$ cat config.mk
export PLATFORM = sky130hd
export DESIGN_NAME = dmem_arbiter_flat
export DESIGN_NICKNAME = d
export VERILOG_FILES = /design/src/rtl/dmem_arb_pkg.sv /design/src/rtl/dmem_arbiter_if.sv /design/src/rtl/arb_starve_counter.sv /design/src/rtl/dmem_arbiter.sv /design/src/flat_wrapper.sv
export SDC_FILE = /design/constraint.sdc
export NUM_CORES = 1
export LEC_CHECK = 0
export CORE_AREA = 5 5 113 115
export DETAILED_ROUTE_END_ITERATION = 10
export DIE_AREA = 0 0 118 120
export DONT_BUFFER_PORTS = 1
export MAX_ROUTING_LAYER = met4
export PLACE_DENSITY = 0.35
export SLEW_MARGIN = 0
export SYNTH_ARGS = -nofsm -noshare
export SYNTH_HDL_FRONTEND = slang
export SYNTH_HIERARCHICAL = 1
export SYNTH_SLANG_ARGS = --single-unit
$ cat constraint.sdc
create_clock -name clock -period 1.75 [get_ports clock]
set_input_delay 0.35 -clock clock [delete_from_list [all_inputs] [get_ports clock]]
set_output_delay 0.35 -clock clock [all_outputs]
set_load 0.05 [all_outputs]
$ cat src/rtl/dmem_arb_pkg.sv
// Shared types and constants for the MEM-stage data-port arbiter.
// The IO region is selected by address bit IO_SEL_BIT; RAM words are indexed by addr[6:2].
package dmem_arb_pkg;

    typedef enum logic [1:0] {
        IDLE,
        EXT_GRANT,
        EXT_DONE
    } arb_state_t;

    localparam int unsigned IO_SEL_BIT  = 7;
    localparam int unsigned RAM_IDX_LSB = 2;
    localparam int unsigned RAM_IDX_MSB = 6;

endpackage

$ cat src/rtl/dmem_arbiter_if.sv
// Bundle of CPU, external-requester and memory-port signals around the data-port arbiter.
// slave is the arbiter's view; master is the surrounding pipeline/requester/memory.
interface dmem_arbiter_if #(
    parameter int unsigned AW = 32
);
    logic          cpu_req;
    logic          cpu_we;
    logic [AW-1:0] cpu_addr;
    logic [31:0]   cpu_wdata;
    logic [31:0]   cpu_rdata;
    logic          cpu_stall;

    logic          ext_req;
    logic          ext_we;
    logic [AW-1:0] ext_addr;
    logic [31:0]   ext_wdata;
    logic          ext_ack;
    logic [31:0]   ext_rdata;
    logic          ext_err;

    logic [AW-1:0] mem_addr;
    logic [31:0]   mem_wdata;
    logic          mem_we;
    logic [31:0]   mem_rdata;

    modport slave (
        input  cpu_req, cpu_we, cpu_addr, cpu_wdata,
        output cpu_rdata, cpu_stall,
        input  ext_req, ext_we, ext_addr, ext_wdata,
        output ext_ack, ext_rdata, ext_err,
        output mem_addr, mem_wdata, mem_we,
        input  mem_rdata
    );

    modport master (
        output cpu_req, cpu_we, cpu_addr, cpu_wdata,
        input  cpu_rdata, cpu_stall,
        output ext_req, ext_we, ext_addr, ext_wdata,
        input  ext_ack, ext_rdata, ext_err,
        input  mem_addr, mem_wdata, mem_we,
        output mem_rdata
    );

endinterface

$ cat src/rtl/arb_starve_counter.sv
// Counts consecutive cycles the external requester was denied; saturates at LIMIT-1.
// limit_hit_o flags that one more denial must force the external grant.
module arb_starve_counter #(
    parameter int unsigned LIMIT = 8
) (
    input  logic clock,
    input  logic reset,
    input  logic inc_i,
    input  logic clear_i,
    output logic limit_hit_o
);

    localparam int unsigned   CW      = $clog2(LIMIT + 1);
    localparam logic [CW-1:0] CNT_MAX = CW'(LIMIT - 1);

    logic [CW-1:0] count_q;

    always_ff @(posedge clock or posedge reset) begin
        if (reset) begin
            count_q <= '0;
        end else if (clear_i) begin
            count_q <= '0;
        end else if (inc_i && (count_q != CNT_MAX)) begin
            count_q <= count_q + 1'b1;
        end
    end

    assign limit_hit_o = (count_q == CNT_MAX);

endmodule

$ cat src/rtl/dmem_arbiter.sv
// Shares the MEM-stage data port between the CPU (priority) and one external requester.
// Define DMEM_ARB_EXT_IO_EN to let the external requester reach the IO region (addr[7]=1).
module dmem_arbiter #(
    parameter int unsigned STARVE_LIMIT = 8,
    parameter int unsigned AW           = 32
) (
    input logic           clock,
    input logic           reset,
    dmem_arbiter_if.slave bus
);
    import dmem_arb_pkg::*;

    arb_state_t  state;
    logic        ext_ack_q;
    logic        ext_err_q;
    logic [31:0] ext_rdata_q;

    logic ext_io;
    logic starve_hit;
    logic denied;
    logic grant_go;

`ifdef DMEM_ARB_EXT_IO_EN
    assign ext_io = 1'b0;
`else
    // IO accesses from the requester are refused but still run the full handshake.
    assign ext_io = bus.ext_addr[IO_SEL_BIT];
`endif

    // Only a denial in IDLE counts; any other cycle restarts the starvation window.
    assign denied   = (state == IDLE) && bus.ext_req && bus.cpu_req;
    assign grant_go = (state == IDLE) && bus.ext_req && (!bus.cpu_req || starve_hit);

    arb_starve_counter #(
        .LIMIT (STARVE_LIMIT)
    ) u_starve (
        .clock       (clock),
        .reset       (reset),
        .inc_i       (denied),
        .clear_i     (!denied),
        .limit_hit_o (starve_hit)
    );

    always_ff @(posedge clock or posedge reset) begin
        if (reset) begin
            state       <= IDLE;
            ext_ack_q   <= 1'b0;
            ext_err_q   <= 1'b0;
            ext_rdata_q <= '0;
        end else begin
            ext_ack_q <= 1'b0;
            ext_err_q <= 1'b0;
            unique case (state)
                IDLE: begin
                    if (grant_go) begin
                        state <= EXT_GRANT;
                    end
                end
                EXT_GRANT: begin
                    state       <= EXT_DONE;
                    ext_ack_q   <= 1'b1;
                    ext_err_q   <= ext_io;
                    ext_rdata_q <= ext_io ? '0 : bus.mem_rdata;
                end
                EXT_DONE: begin
                    state <= IDLE;
                end
                default: begin
                    state <= IDLE;
                end
            endcase
        end
    end

    always_comb begin
        bus.mem_addr  = bus.cpu_addr;
        bus.mem_wdata = bus.cpu_wdata;
        bus.mem_we    = bus.cpu_req && bus.cpu_we && !reset;
        bus.cpu_stall = 1'b0;
        if (state == EXT_GRANT) begin
            bus.mem_addr  = bus.ext_addr;
            bus.mem_wdata = bus.ext_wdata;
            bus.mem_we    = bus.ext_we && !ext_io && !reset;
            bus.cpu_stall = bus.cpu_req;
        end
    end

    assign bus.cpu_rdata = bus.mem_rdata;
    assign bus.ext_ack   = ext_ack_q;
    assign bus.ext_err   = ext_err_q;
    assign bus.ext_rdata = ext_rdata_q;

endmodule

$ cat src/flat_wrapper.sv
// flat-port wrapper written by rule: the top's interface ports become plain ports
module dmem_arbiter_flat import dmem_arb_pkg::*;
#(
    parameter int unsigned STARVE_LIMIT = 8,
    parameter int unsigned AW           = 32
)
  (clock, reset, bus_cpu_req, bus_cpu_we, bus_cpu_addr, bus_cpu_wdata, bus_cpu_rdata, bus_cpu_stall, bus_ext_req, bus_ext_we, bus_ext_addr, bus_ext_wdata, bus_ext_ack, bus_ext_rdata, bus_ext_err, bus_mem_addr, bus_mem_wdata, bus_mem_we, bus_mem_rdata);
  dmem_arbiter_if #(.AW(AW)) bus_i ();
  input logic clock;
  input logic reset;
  input wire logic [$bits(bus_i.cpu_req)-1:0] bus_cpu_req;
  input wire logic [$bits(bus_i.cpu_we)-1:0] bus_cpu_we;
  input wire logic [$bits(bus_i.cpu_addr)-1:0] bus_cpu_addr;
  input wire logic [$bits(bus_i.cpu_wdata)-1:0] bus_cpu_wdata;
  output wire logic [$bits(bus_i.cpu_rdata)-1:0] bus_cpu_rdata;
  output wire logic [$bits(bus_i.cpu_stall)-1:0] bus_cpu_stall;
  input wire logic [$bits(bus_i.ext_req)-1:0] bus_ext_req;
  input wire logic [$bits(bus_i.ext_we)-1:0] bus_ext_we;
  input wire logic [$bits(bus_i.ext_addr)-1:0] bus_ext_addr;
  input wire logic [$bits(bus_i.ext_wdata)-1:0] bus_ext_wdata;
  output wire logic [$bits(bus_i.ext_ack)-1:0] bus_ext_ack;
  output wire logic [$bits(bus_i.ext_rdata)-1:0] bus_ext_rdata;
  output wire logic [$bits(bus_i.ext_err)-1:0] bus_ext_err;
  output wire logic [$bits(bus_i.mem_addr)-1:0] bus_mem_addr;
  output wire logic [$bits(bus_i.mem_wdata)-1:0] bus_mem_wdata;
  output wire logic [$bits(bus_i.mem_we)-1:0] bus_mem_we;
  input wire logic [$bits(bus_i.mem_rdata)-1:0] bus_mem_rdata;
  assign bus_i.cpu_req = bus_cpu_req;
  assign bus_i.cpu_we = bus_cpu_we;
  assign bus_i.cpu_addr = bus_cpu_addr;
  assign bus_i.cpu_wdata = bus_cpu_wdata;
  assign bus_cpu_rdata = bus_i.cpu_rdata;
  assign bus_cpu_stall = bus_i.cpu_stall;
  assign bus_i.ext_req = bus_ext_req;
  assign bus_i.ext_we = bus_ext_we;
  assign bus_i.ext_addr = bus_ext_addr;
  assign bus_i.ext_wdata = bus_ext_wdata;
  assign bus_ext_ack = bus_i.ext_ack;
  assign bus_ext_rdata = bus_i.ext_rdata;
  assign bus_ext_err = bus_i.ext_err;
  assign bus_mem_addr = bus_i.mem_addr;
  assign bus_mem_wdata = bus_i.mem_wdata;
  assign bus_mem_we = bus_i.mem_we;
  assign bus_i.mem_rdata = bus_mem_rdata;
  dmem_arbiter #(.STARVE_LIMIT(STARVE_LIMIT), .AW(AW)) u_core (.clock(clock), .reset(reset), .bus(bus_i));
endmodule
**Gate families picked out**

(4 px per um)
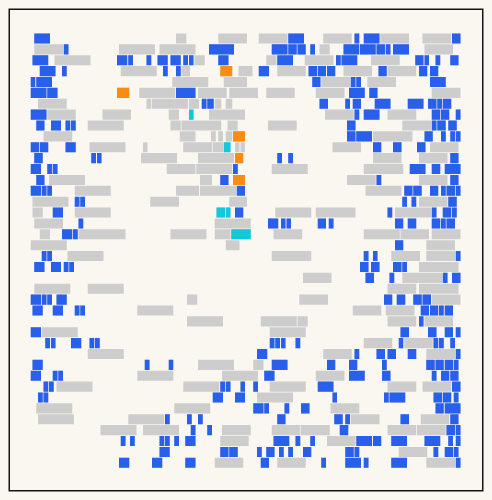
- orange: and/or cells (cells 5; where top centre)
- cyan: nor cells (cells 5; where centre)
- blue: nand cells (cells 294; where spread over the die)

**Routing congestion map**

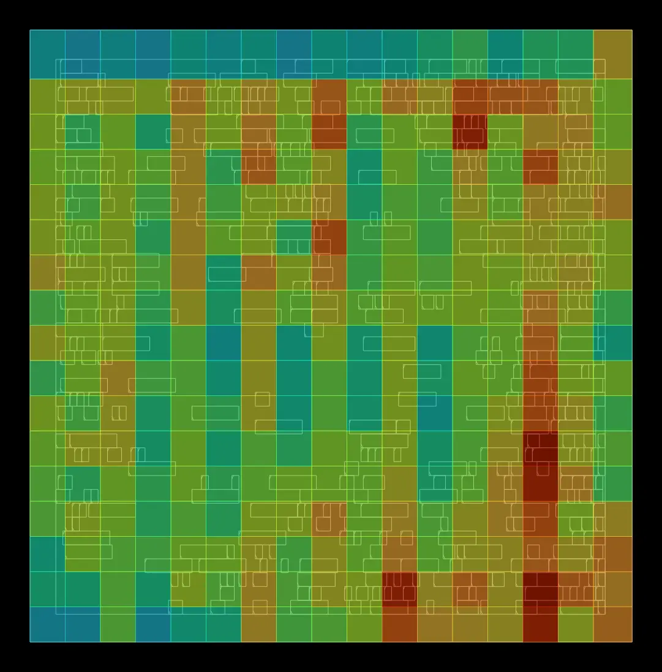
peak-usage layer in the global routing report: met2
met3 Resource Use GR: 4.62%
Routed wire per std cell: 22.4 um

==> metrics.csv <==
metric,value,unit
Post-Syn Instances,414,
maximum number of buffers from clock root to sink,2,
wire length of the first global-routing pass,19200,um
critical path arrival,1.54,ns
data required time at the worst endpoint,1.40,ns
# Max-Cap Violations,0,
top-level I/O count,298,
clock-pin slew on the worst setup and hold paths,0.06,ns
first-pass iteration count of the detailed router,4,
violation tally from detailed-route iteration zero,97,
insertion delay to the later sink of the worst-skew pair,0.28,ns
die outline area,14200,um^2
core outline area,11700,um^2
final cycle utilization of the critical path,108,%
largest vdd supply drop,0.463,mV
sort of element at the end of the critical path,primary output,
Placed Cells incl. Taps,580,
vertical die size,120,um
Resized cells post-CTS,116,
final number of setup-violating endpoints,66,
placed wire-length estimate after detailed placement,9450,um
Post-Layout Inst Area,5160,um^2
area of the mapped netlist,2790,um^2
fill count,1128,
number of synthesis warnings,6,
post-layout instance count excluding filler cells,613,
die width,118,um
number of inserted diodes,0,
Clock Tree Root,clkbuf_16,
synthesis-stage register bit count,40,
run status,finished with violations,
PwrDens,880,nW/um^2
number of clock sinks,40,
worst setup slack after layout,-0.144,ns
failing checks,setup timing,
FMAX,0.528,GHz
placement row count,40,
wire length on met2,7580,um
Max Used Layer,met4,
**Clock wires, drivers and flops**

(3 px per um)
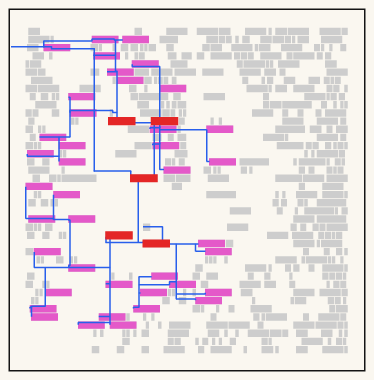
- blue: clock wires (length 615 um)
- magenta: flip-flops (count 40)
- red: clock-net drivers (count 5)
- routed clock nets: 6

-- where the power goes --
group / internal [W] / switching (W) / leakage (nW) / total (W)
Combinational: 0.000886 / 0.00106 / 1.94 / 0.00194
Clock: 0.000531 / 0.000369 / 0.0671 / 0.000900
Sequential: 0.00106 / 0.000637 / 0.523 / 0.00170
-- state kept, by name (all words and copies together), names as in the netlist --
| register | count |
|---|---|
| u_core/bus.ext_ack | 1 |
| u_core/bus.ext_err | 1 |
| u_core/bus.ext_rdata | 32 |
| u_core/state | 2 |
| u_core/u_starve/count_q | 4 |
-- final timing paths --
path                                            start                    endpoint  slack (ns)  cells after the start
max in group asynchronous                       reset    u_core/bus.ext_rdata[25]        0.76                      3
hold reg to reg            u_core/u_starve/count_q[3]  u_core/u_starve/count_q[3]        0.57                      2
hold / removal                            bus_cpu_req             u_core/state[0]        0.16                      1
setup reg to reg                      u_core/state[1]  u_core/u_starve/count_q[3]        0.09                      8
min in group asynchronous                       reset  u_core/u_starve/count_q[3]        0.46                      2
setup / recovery                      u_core/state[1]           bus_mem_wdata[23]       -0.14                      6
-- cells by family (layout without fill, tap and decap cells) --
kind of cell | count (synthesis) | after routing | synth area share (%)
multiplexers | 2 | 2 | 0.763
flip-flops | 40 | 40 | 35.9
buffers and inverters | 62 | 114 | 14.9
adder cells (fa/ha/maj) | 1 | 1 | 0.449
AND/OR/NAND/NOR | 304 | 304 | 46.9
AND-OR/OR-AND | 5 | 5 | 0.988
-- area by class of cell --
| class | count | area, um^2 | area share [%] |
|---|---|---|---|
| Tap cell | 147 | 184 | 3.57 |
| Timing Repair Buffer | 99 | 1900 | 36.8 |
| Multi-Input combinational cell | 312 | 1890 | 36.6 |
| Sequential cell | 40 | 1000 | 19.4 |
| Inverter | 6 | 35.0 | 0.679 |
| Clock buffer | 6 | 129 | 2.50 |
| Clock inverter | 2 | 16.3 | 0.315 |
| Timing Repair inverter | 1 | 6.26 | 0.121 |
-- worst max-delay path, cell delays in order, from the launching register on --
cell and delay, ns:
dfrtp_1 0.38, nand2b_4 0.23, clkinv_8 0.12, buf_12 0.17, nand2_1 0.10, nand2_2 0.09, buf_12 0.14
-- per-layer routing --
layer | global-route usage [%] | vias to the layer above
li1 | - | 1347
met1 | 19.5 | 1390
met2 | 33.6 | 169
met3 | 4.62 | 14
met4 | 3.80 | 0
met5 | - | -
-- cells in the mapped netlist (all sizes together) --
master / number
a21o: 1
dfrtp: 40
and3b: 1
and2: 2
and4: 1
buf: 52
nand4: 1
inv: 6
mux2: 1
nand2: 255
nand2b: 3
nand3b: 33
a21oi: 4
or3: 1
clkbuf: 4
nor3: 1
ha: 1
nor2b: 2
nor2: 2
mux2i: 1
nand3: 2
-- through the flow --
step                power [W]  hold WS, ns  TNS, ns  utilization [%]
floorplan             0.00274        0.116        0                -
global placement      0.00333        0.133        0             34.3
detailed placement    0.00335        0.138        0             34.3
CTS                   0.00451        0.149    -6.41             41.1
global route          0.00474        0.150   -11.37             44.0
finish                0.00454        0.156    -7.06             44.0
Power is estimated from default activity; no workload was simulated.
